==> src/rtl/dslot_ip_controller.sv <==
// Sequencing controller for a 25-input online (MSD-first) inner-product datapath.
// Optional early negative termination: define DSLOT_EARLY_TERM_EN.
module dslot_ip_controller #(
  parameter int unsigned N_DIGITS     = 8,
  parameter int unsigned OUT_DIGITS   = 16,
  parameter int unsigned ONLINE_DELAY = 5,
  parameter int unsigned CW           = $clog2(ONLINE_DELAY + OUT_DIGITS + 1)
) (
  input  logic                        clk,
  input  logic                        rst,
  input  logic                        start,
  input  logic                        z_p,
  input  logic                        z_n,
  output logic                        ip_rst,
  output logic                        x_en,
  output logic [$clog2(N_DIGITS)-1:0] x_idx,
  output logic                        busy,
  output logic                        done,
  output logic                        neg,
  output logic [OUT_DIGITS-1:0]       relu_out
);

  localparam int unsigned IW = $clog2(N_DIGITS);

  localparam logic [1:0] S_IDLE = 2'd0;
  localparam logic [1:0] S_CLR  = 2'd1;
  localparam logic [1:0] S_RUN  = 2'd2;
  localparam logic [1:0] S_DONE = 2'd3;

  logic [1:0]            state, state_nxt;
  logic [CW-1:0]         cyc, cyc_nxt;
  logic [OUT_DIGITS-1:0] res_p, res_p_nxt;
  logic [OUT_DIGITS-1:0] res_n, res_n_nxt;
  logic                  seen_nz, seen_nz_nxt;
  logic                  neg_nxt;
  logic [OUT_DIGITS-1:0] relu_nxt;
  logic                  d_pos, d_neg;

`ifdef DSLOT_EARLY_TERM_EN
  logic early, early_nxt;
`endif

  always_ff @(posedge clk) begin
    if (rst) begin
      state    <= S_IDLE;
      cyc      <= '0;
      res_p    <= '0;
      res_n    <= '0;
      seen_nz  <= 1'b0;
      neg      <= 1'b0;
      relu_out <= '0;
    end else begin
      state    <= state_nxt;
      cyc      <= cyc_nxt;
      res_p    <= res_p_nxt;
      res_n    <= res_n_nxt;
      seen_nz  <= seen_nz_nxt;
      neg      <= neg_nxt;
      relu_out <= relu_nxt;
    end
  end

`ifdef DSLOT_EARLY_TERM_EN
  always_ff @(posedge clk) begin
    if (rst) early <= 1'b0;
    else     early <= early_nxt;
  end
`endif

  // Redundant zero (11) collapses to 0 on both rails.
  assign d_pos = z_p & ~z_n;
  assign d_neg = z_n & ~z_p;

  always_comb begin
    state_nxt   = state;
    cyc_nxt     = cyc;
    res_p_nxt   = res_p;
    res_n_nxt   = res_n;
    seen_nz_nxt = seen_nz;
    neg_nxt     = neg;
    relu_nxt    = relu_out;
`ifdef DSLOT_EARLY_TERM_EN
    early_nxt   = early;
`endif
    case (state)
      S_IDLE: begin
        if (start) begin
          state_nxt   = S_CLR;
          res_p_nxt   = '0;
          res_n_nxt   = '0;
          seen_nz_nxt = 1'b0;
          neg_nxt     = 1'b0;
          relu_nxt    = '0;
`ifdef DSLOT_EARLY_TERM_EN
          early_nxt   = 1'b0;
`endif
        end
      end
      S_CLR: begin
        cyc_nxt   = '0;
        state_nxt = S_RUN;
      end
      S_RUN: begin
        cyc_nxt = cyc + CW'(1);
        if (cyc >= CW'(ONLINE_DELAY)) begin
          res_p_nxt = {res_p[OUT_DIGITS-2:0], d_pos};
          res_n_nxt = {res_n[OUT_DIGITS-2:0], d_neg};
          // The first nonzero digit dominates the sign of an MSD-first result.
          if (!seen_nz && (d_pos || d_neg)) begin
            seen_nz_nxt = 1'b1;
            neg_nxt     = d_neg;
`ifdef DSLOT_EARLY_TERM_EN
            if (d_neg) begin
              state_nxt = S_DONE;
              early_nxt = 1'b1;
            end
`endif
          end
          if (cyc == CW'(ONLINE_DELAY + OUT_DIGITS - 1)) state_nxt = S_DONE;
        end
        if (state_nxt == S_DONE) relu_nxt = neg_nxt ? '0 : (res_p_nxt - res_n_nxt);
      end
      default: state_nxt = S_IDLE;
    endcase
  end

`ifdef DSLOT_EARLY_TERM_EN
  assign ip_rst = rst | (state == S_CLR) | ((state == S_DONE) & early);
`else
  assign ip_rst = rst | (state == S_CLR);
`endif

  assign busy  = (state != S_IDLE);
  assign done  = (state == S_DONE);
  assign x_en  = (state == S_RUN) && (cyc < CW'(N_DIGITS));
  assign x_idx = x_en ? IW'(cyc) : '0;

endmodule
==> config.mk <==
export PLATFORM = sky130hd
export DESIGN_NAME = dslot_ip_controller
export DESIGN_NICKNAME = d
export VERILOG_FILES = /design/src/rtl/dslot_ip_controller.sv
export SDC_FILE = /design/constraint.sdc
export NUM_CORES = 1
export LEC_CHECK = 0
export CAP_MARGIN = 10
export CORE_MARGIN = 4
export CORE_UTILIZATION = 45
export DETAILED_ROUTE_END_ITERATION = 8
export PLACE_DENSITY = 0.75
export SKIP_LAST_GASP = 1
export SLEW_MARGIN = 10
export SYNTH_ARGS = -nofsm -noshare
export SYNTH_HDL_FRONTEND = slang
export SYNTH_SLANG_ARGS = --single-unit
==> constraint.sdc <==
create_clock -name clk -period 4.85 [get_ports clk]
set_input_delay 0.97 -clock clk [delete_from_list [all_inputs] [get_ports clk]]
set_output_delay 0.97 -clock clk [all_outputs]
set_load 0.005 [all_outputs]
metal_density.png
Drawn at 4 px/um. 19 x 19 tiles, from black (low) to pale yellow (high), scaled to the fullest tile. Values are wire area over tile area, all layers added.
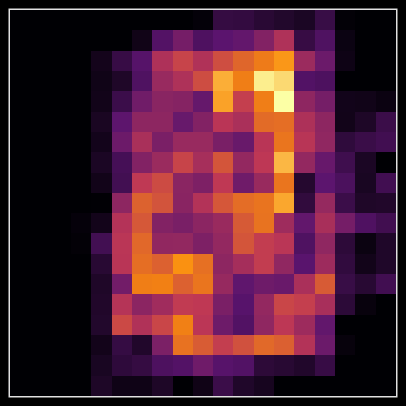
fullest tile: 0.63
mean over tiles: 0.15
tiles over half the peak: 16%
nearly empty tiles: 31%
densest ninth of the die: middle
emptiest ninth of the die: top left
WL/cell: 15.5 um
Routed WL: 8.71 mm
Via Count: 3231

layer_met3.png
Drawn at 4 px/um.
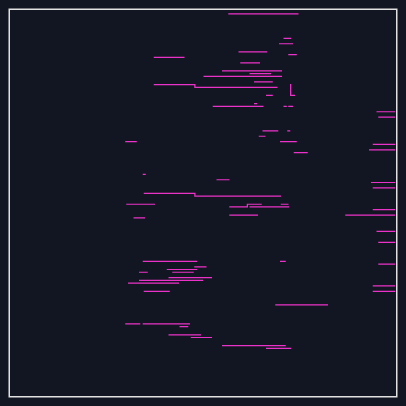
share of all routed wire: 5.0%
main direction: horizontal
GR met3 Demand/Resource: 3.41%

==> results.txt <==
flow finished, numbers: status=finished, final reports clean, CTS Hold Bufs=0, post-synthesis cell type count=around 56, CTS Buffer Depth=2, period utilization=88.2%, post-CTS setup buffer count=0, Clk pwr share=a little over a third, area reported by Yosys stat=3520 um2, final setup margin=0.573 ns, Lkg Pwr=1.74 nW, diodes inserted=0, Post-DP HPWL=approximately 6.3 mm, router iterations before antenna repair=7, sequential area share after synthesis=32.4%, Clk Tree Root Cell=clkbuf_8, Final Core Density=52.7%, Cells after DPL=about 550, Pint=0.000814 W, synthesized area per cell=slightly above 8 um2, Max Freq=roughly 230 MHz, most frequent cell after synthesis=nor2_1, Max H-tree Level=3, crit path time final=4.28 ns, Comb pwr share=a little under a quarter, CP endpoint kind=register, non-filler cells, final=between 500 and 600, first-pass GRT wire length=14.7 mm, Peak VDD IR=~0.13 mV, commonest cells in the netlist=nor2_1, nand2_1, dfxtp_1, Post-Place Setup Slack=0.737 ns, crit-path most repeated cell=ha_1, most frequent logic cells in the routed design=nor2_1, nand2_1, dfxtp_1, Log Warnings=33, CP Max Fanout=21, die width=about 97 um, CTS resizes=0, # IOs=29, CP cell instances=inv_1 > ha_1 > o31a_1 > nor2_2 > buf_4 > mux2i_1 > ha_1 > a21oi_1 > o21ai_0 > o41ai_1 > a2bb2oi_1 > o311ai_2 > xnor2_1 > o21ai_1, Worst Min Path Start=relu_out[15], chip height=around 97 um, Max-slew headroom=between 20% and 30%, CTS tree=done, crit path kind=reg -> reg, gpl congestion=0.937, Sum Neg Setup Slack=0 ns, WHS Endpoint=relu_out[15], die area=between 9000 and 10000 um2, dominant cell type by area after synthesis=dfxtp_1, crit path to=relu_out[15], Layout area overhead=15.0%, Hold Vio Cnt, Final=0, Buf/Inv on CP=2, skew final=slightly below 0.01 ns, Hold WS=roughly 0.45 ns, Sw Ratio=33.8%, vias per inst=5.74, Worst Path Arrival=around 4.5 ns, Sequential Power Share=about 41%, cell at the slowest stage of the critical path=o41ai_1, design area=around 4100 um2, layout net count=around 500, antenna violations before repair=0, Psw=around 0.00042 W, DRC viols=0, RR Endpoint=relu_out[15], Slew @ Worst Pin=approximately 1.1 ns, endpoints failing setup=0, clk ins delay skew pair=between 0.3 and 0.4 ns, highest-count logic cell in the final layout=nor2_1, fillcell total=735, layout cells sized above 1=under 10%, core area=~7700 um2, Top FF cell, synth=dfxtp_1, Slowest Stage Delay on Critical Path=between 0.5 and 0.6 ns, row count=32, ys flops=between 50 and 60, r2r startpoint=cyc[1], # Cells Yosys=about 440, PortBufs=28, Syn Nets=468, Num CTS Buffers=9, fraction of registers with async set/reset=0%
clocks.png
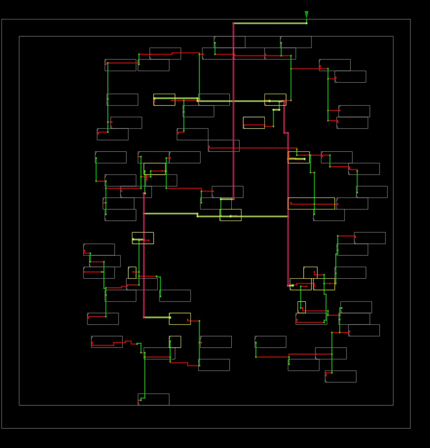
FF+latch count: 57
clock buf count: 10
P_clk: 0.000442 W
# clock sinks: 57

sizes.png
Drawn at 4 px/um.
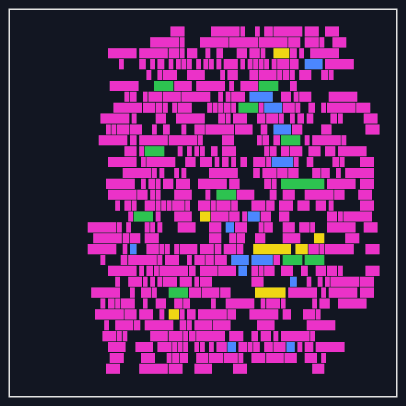
[yellow] _3 and _4 cells | cells: 7 | share: 1.5% | most used: buf_4
[magenta] _0 and _1 cells | cells: 429 | share: 93% | most used: nor2_1
[green] _6 and larger | cells: 11 | share: 2.4% | most used: clkbuf_8
[blue] _2 cells | cells: 14 | share: 3.0%

worst register-to-register path, cell delays in order (launching register included):
cell and delay [ns]:
dfxtp_1 0.46, inv_1 0.13, ha_1 0.24, o31a_1 0.31
nor2_2 0.48, buf_4 0.40, mux2i_1 0.30, ha_1 0.29
a21oi_1 0.20, o21ai_0 0.18, o41ai_1 0.51, a2bb2oi_1 0.28
o311ai_2 0.14, xnor2_1 0.17, o21ai_1 0.07
final cells by class:
class	count	area (um2)	area share, %
repair buffers	30	295	7.28
inverters	15	56.3	1.39
multi-input cells	344	2240	55.2
clock buffers	10	138	3.40
clock inverters	5	56.3	1.39
flip-flops and latches	57	1140	28.1
well taps	102	128	3.15
power groups by stage:
stage          clock network (W)  logic (W)  registers, W
2_1_floorplan                  0   0.000197      0.000510
3_3_place_gp                   0   0.000272      0.000513
3_5_place_dp                   0   0.000277      0.000515
4_1_cts                 0.000448   0.000277      0.000505
5_1_grt                 0.000470   0.000312      0.000508
6_report                0.000442   0.000282      0.000506
sequential cells by signal, summed over array words and instances (netlist names):
name / count
neg: 1
state: 2
res_p: 16
relu_out: 16
seen_nz: 1
cyc: 5
res_n: 16
layer usage:
metal	global-route usage [%]	routed length [um]	part of all wire (%)	vias up
li1	-	-	-	1566
met1	27.6	4120	47	1539
met2	31.2	3960	45	108
met3	3.41	436	5.0	18
met4	7.71	201	2.3	0
met5	0	0	0	-
logic make-up after synthesis:
| kind of cell | synth area share, % |
|---|---|
| adders and majority gates | 9.44 |
| DFF | 32.4 |
| buffers and inverters | 4.08 |
| and+or+nand+nor | 20.0 |
| AOI/OAI and AO/OA | 22.0 |
| muxes | 5.40 |
| xor gates and xnor gates | 6.71 |
Power is estimated from default activity; no workload was simulated.
